===== config.mk =====
export PLATFORM = sky130hd
export DESIGN_NAME = alu_writeback
export DESIGN_NICKNAME = d
export VERILOG_FILES = /design/src/rtl/alu_writeback.sv
export SDC_FILE = /design/constraint.sdc
export NUM_CORES = 1
export LEC_CHECK = 0
export ABC_AREA = 1
export CORE_ASPECT_RATIO = 2
export CORE_MARGIN = 2
export CORE_UTILIZATION = 45
export DETAILED_ROUTE_END_ITERATION = 12
export DONT_BUFFER_PORTS = 1
export GPL_ROUTABILITY_DRIVEN = 1
export SYNTH_ARGS = -nofsm -noshare
export SYNTH_HDL_FRONTEND = slang
export SYNTH_SLANG_ARGS = --single-unit

===== constraint.sdc =====
create_clock -name clk -period 3.9 [get_ports clk]
set_clock_uncertainty 0.2 [all_clocks]
set_input_delay 0.78 -clock clk [delete_from_list [all_inputs] [get_ports clk]]
set_output_delay 0.78 -clock clk [all_outputs]
set_load 0.05 [all_outputs]

===== src/rtl/alu_writeback.sv =====
// Writeback stage behind the ALU: architectural accumulator and Z/C flags,
// a one-deep buffered register-file write with forwarding, and an interrupt shadow.
module alu_writeback #(
    parameter int ADDR_WIDTH = 4,
    parameter int CNT_WIDTH  = 16
) (
    input  logic                  clk,
    input  logic                  reset_n,
    input  logic                  in_valid,
    output logic                  in_ready,
    input  logic [7:0]            result,
    input  logic                  accum_write,
    input  logic                  reg_write,
    input  logic [ADDR_WIDTH-1:0] reg_addr,
    input  logic                  z_write,
    input  logic                  zout,
    input  logic                  c_write,
    input  logic                  cout,
    output logic [7:0]            accum,
    output logic                  zflag,
    output logic                  cflag,
    output logic                  rf_wr_en,
    output logic [ADDR_WIDTH-1:0] rf_wr_addr,
    output logic [7:0]            rf_wr_data,
    input  logic                  rf_wr_ack,
    output logic                  fwd_valid,
    output logic [ADDR_WIDTH-1:0] fwd_addr,
    output logic [7:0]            fwd_data,
    input  logic                  irq_save,
    input  logic                  irq_restore,
    output logic [CNT_WIDTH-1:0]  retire_count
);

    localparam logic [CNT_WIDTH-1:0] CNT_ONE = {{(CNT_WIDTH-1){1'b0}}, 1'b1};

    logic                  pend_r;
    logic [ADDR_WIDTH-1:0] addr_r;
    logic [7:0]            data_r;
    logic [7:0]            accum_r;
    logic                  zflag_r;
    logic                  cflag_r;
    logic [7:0]            sh_accum_r;
    logic                  sh_z_r;
    logic                  sh_c_r;
    logic [CNT_WIDTH-1:0]  cnt_r;

    logic                  ready_s;
    logic                  accept_s;
    logic                  pend_s;
    logic [ADDR_WIDTH-1:0] addr_s;
    logic [7:0]            data_s;
    logic [7:0]            accum_s;
    logic                  zflag_s;
    logic                  cflag_s;
    logic [7:0]            sh_accum_s;
    logic                  sh_z_s;
    logic                  sh_c_s;
    logic [CNT_WIDTH-1:0]  cnt_s;

    // A pending write retiring this cycle frees the slot for a same-cycle accept.
    assign ready_s  = !pend_r || rf_wr_ack;
    assign accept_s = in_valid && ready_s;

    // Pending register-file write slot and retired-operation counter.
    always_comb begin
        pend_s = pend_r;
        addr_s = addr_r;
        data_s = data_r;
        cnt_s  = cnt_r;
        if (accept_s && reg_write) begin
            pend_s = 1'b1;
            addr_s = reg_addr;
            data_s = result;
        end else if (rf_wr_ack) begin
            pend_s = 1'b0;
        end else begin
            pend_s = pend_r;
        end
        if (accept_s) begin
            cnt_s = cnt_r + CNT_ONE;
        end else begin
            cnt_s = cnt_r;
        end
    end

    // Architectural accumulator/flags and shadow; restore overrides any accept update.
    always_comb begin
        accum_s    = accum_r;
        zflag_s    = zflag_r;
        cflag_s    = cflag_r;
        sh_accum_s = sh_accum_r;
        sh_z_s     = sh_z_r;
        sh_c_s     = sh_c_r;
        if (irq_restore) begin
            accum_s = sh_accum_r;
            zflag_s = sh_z_r;
            cflag_s = sh_c_r;
        end else if (accept_s) begin
            if (accum_write) begin
                accum_s = result;
            end else begin
                accum_s = accum_r;
            end
            if (z_write) begin
                zflag_s = zout;
            end else begin
                zflag_s = zflag_r;
            end
            if (c_write) begin
                cflag_s = cout;
            end else begin
                cflag_s = cflag_r;
            end
        end else begin
            accum_s = accum_r;
        end
        // Save captures pre-edge state, so save+restore together swaps the two copies.
        if (irq_save) begin
            sh_accum_s = accum_r;
            sh_z_s     = zflag_r;
            sh_c_s     = cflag_r;
        end else begin
            sh_accum_s = sh_accum_r;
        end
    end

    // State registers.
    always_ff @(posedge clk or negedge reset_n) begin
        if (!reset_n) begin
            pend_r     <= 1'b0;
            addr_r     <= {ADDR_WIDTH{1'b0}};
            data_r     <= 8'h00;
            accum_r    <= 8'h00;
            zflag_r    <= 1'b0;
            cflag_r    <= 1'b0;
            sh_accum_r <= 8'h00;
            sh_z_r     <= 1'b0;
            sh_c_r     <= 1'b0;
            cnt_r      <= {CNT_WIDTH{1'b0}};
        end else begin
            pend_r     <= pend_s;
            addr_r     <= addr_s;
            data_r     <= data_s;
            accum_r    <= accum_s;
            zflag_r    <= zflag_s;
            cflag_r    <= cflag_s;
            sh_accum_r <= sh_accum_s;
            sh_z_r     <= sh_z_s;
            sh_c_r     <= sh_c_s;
            cnt_r      <= cnt_s;
        end
    end

    assign in_ready     = ready_s;
    assign accum        = accum_r;
    assign zflag        = zflag_r;
    assign cflag        = cflag_r;
    assign rf_wr_en     = pend_r;
    assign rf_wr_addr   = addr_r;
    assign rf_wr_data   = data_r;
    assign fwd_valid    = pend_r;
    assign fwd_addr     = addr_r;
    assign fwd_data     = data_r;
    assign retire_count = cnt_r;

endmodule


Figure 1. Cell sizes after repair (run 1).
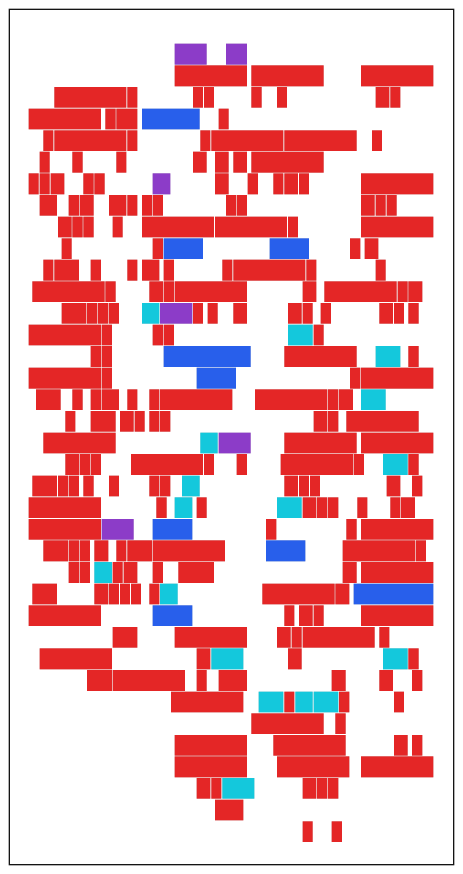
legend:
  _6 and larger:
    color: blue
    cells: 9
    share: 3.4%
  _2 cells:
    color: cyan
    cells: 17
    share: 6.4%
  _0 and _1 cells:
    color: red
    cells: 233
    share: 88%
  _3 and _4 cells:
    color: purple
    cells: 6
    share: 2.3%
area delta synth->final: 2.70%
final worst slack: 1.66 ns
Non-clock buffers: 2

Figure 2. Signal wires on met1 (run 1).
Supply wires on this layer in gray.
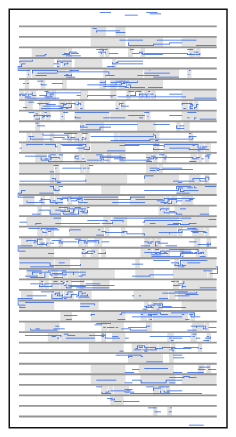
wire length on this layer: 1740 microns
share of all routed wire: 35%
nets with wire on the layer: 272
main direction: horizontal
longest straight run: 19.8 microns

==> impl_metrics.env, run 1 <==
# yosys + openroad results
export IMPL_pin_count=77
export IMPL_cts_buffers=5
export IMPL_aoi_share=0.0809
export IMPL_p_comb_uw=216
export IMPL_antenna_cells=0
export IMPL_ctsHoldBuffers=1
export IMPL_routed_wl_met3_microns=379
export IMPL_reg2regPathDepth=7
export IMPL_core_sq_um=5140
export IMPL_r2r_slack_ns=1.80
export IMPL_grt_max_degree=50
export IMPL_clock_sinks=49
export IMPL_finalNetCount=289
export IMPL_hold_viol_final=0
export IMPL_post_cts_buffers=0
export IMPL_swShare=0.452
export IMPL_topCombFamilyByArea="simple AND/OR/NAND/NOR gates"
export IMPL_largest_reg_flops=16
export IMPL_status="complete, no violations"
export IMPL_synth_main_ff_cell="dfrtp_1"
export IMPL_async_reset_ff_frac=1.00
export IMPL_n_fill_cell=498
export IMPL_dr_pass1_iters=4
export IMPL_clkLatencyLatePin_ns=0.30
export IMPL_finalNonFillerCells=323
export IMPL_layout_nonclk_buf_frac=0.0141
export IMPL_first_global_vias=1676
export IMPL_power_uw=1610
export IMPL_tightestPinTransition_ns=0.924
export IMPL_peakVddDrop_mv=0.443
export IMPL_top_area_frac=0.508
export IMPL_comb_share=0.362
export IMPL_ys_seq_elements=49
export IMPL_tap_cells=58
export IMPL_syn_area_per_cell_sq_um=8.74
export IMPL_synth_most_common_cell="nand2_1"
export IMPL_n_clock_buffer=7
export IMPL_synth_area_sq_um=2410
Figure 3. Placement by cell class (run 1).
Scale bar: 20 microns.
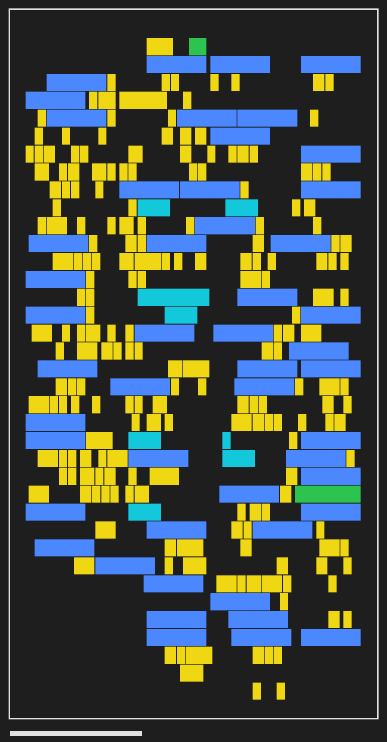
legend:
  other buffers and delay cells:
    color: green
    cells: 2
  flops:
    color: blue
    cells: 49
  clock drivers and dummy loads:
    color: cyan
    cells: 8
  combinational and other logic:
    color: yellow
    cells: 206
Rows: 37
Seq area share: 0.495

## Run 2: what changed since run 1
==> constraint.sdc (replaced) <==
create_clock -name clk -period 2.3 [get_ports clk]
set_clock_uncertainty 0.2 [all_clocks]
set_input_delay 0.46 -clock clk [delete_from_list [all_inputs] [get_ports clk]]
set_output_delay 0.46 -clock clk [all_outputs]
set_load 0.05 [all_outputs]
Figure 4. Placement by cell class (run 2).
Scale bar: 20 microns.
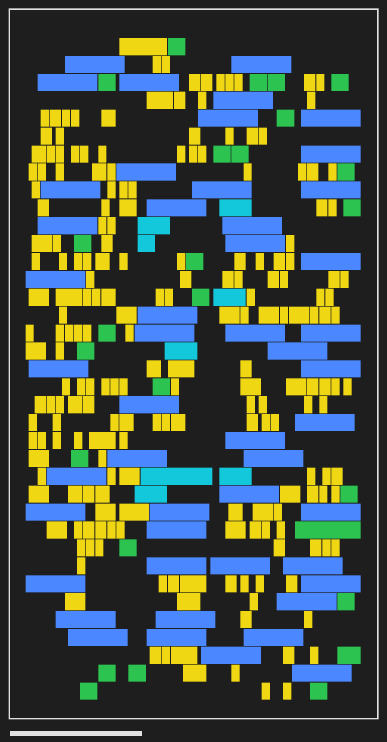
legend:
  other buffers and delay cells:
    color: green
    cells: 26
  flops:
    color: blue
    cells: 49
  combinational and other logic:
    color: yellow
    cells: 206
  clock drivers and dummy loads:
    color: cyan
    cells: 8
Seq area share: 0.460
post-route cell area: 2670 sq um
Final Util: 0.519

Figure 5. The clock network (run 2).
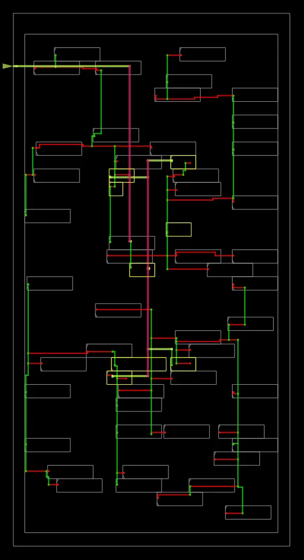
Num CTS Buffers: 5
layout sequential cell count: 49
worst-skew pair later-pin latency: 0.30 ns
Sink Count: 49
clock buffers: 6

Figure 6. Cell sizes after repair (run 2).
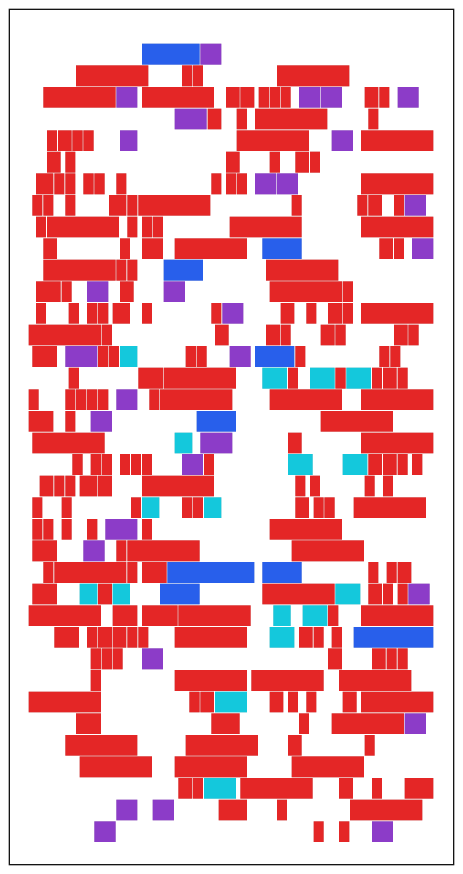
legend:
  _0 and _1 cells:
    color: red
    cells: 233
    share: 81%
  _3 and _4 cells:
    color: purple
    cells: 30
    share: 10%
  _2 cells:
    color: cyan
    cells: 17
    share: 5.9%
  _6 and larger:
    color: blue
    cells: 9
    share: 3.1%
final worst slack: 0.542 ns
area delta synth->final: 10.4%

==> run 2 against run 1 <==
Net effect:
- global-route usage is 0.56 points higher
- first-iteration DRC count is 43% higher
- utilization is 3.6 points higher
- die size stayed put
- area after synthesis stayed put
- sequential power is 27% higher
- combinational power went up to 4.4 times the previous value
- clock-buffer cell count is 1 lower
- critical path type is now flop to flop
==> impl_metrics.env, run 2 <==
# yosys + openroad results
export IMPL_hold_viol_final=0
export IMPL_p_comb_uw=944
export IMPL_syn_area_per_cell_sq_um=8.74
export IMPL_grt_max_degree=50
export IMPL_ys_seq_elements=49
export IMPL_dr_pass1_iters=4
export IMPL_n_all_buffers=26
export IMPL_wl_met2_microns=2820
export IMPL_status="complete, no violations"
export IMPL_synth_area_sq_um=2410
export IMPL_core_sq_um=5140
export IMPL_first_global_vias=1712
export IMPL_aoi_share=0.0809
export IMPL_layout_nonclk_buf_frac=0.0817
export IMPL_tap_cells=58
export IMPL_finalNetCount=313
export IMPL_peakVddDrop_mv=0.821
export IMPL_synth_most_common_cell="nand2_1"
export IMPL_ctsHoldBuffers=2
export IMPL_finalNonFillerCells=347
export IMPL_comb_cells=172
export IMPL_tightestPinTransition_ns=0.645
export IMPL_topCombFamilyByArea="simple AND/OR/NAND/NOR gates"
export IMPL_antenna_cells=0
export IMPL_pin_count=77
export IMPL_async_reset_ff_frac=1.00
export IMPL_row_count=37
export IMPL_swShare=0.443
export IMPL_htreeDepth=2
export IMPL_synth_main_ff_cell="dfrtp_1"
export IMPL_n_fill_cell=504
export IMPL_routed_wl_met3_microns=339
export IMPL_pg_clk_uw=641
export IMPL_reg2regPathDepth=7
export IMPL_top_area_frac=0.508
export IMPL_cp_max_fo=4
export IMPL_clock_fmax_mhz=569
export IMPL_r2r_slack_ns=0.54
Power is estimated from default activity; no workload was simulated.
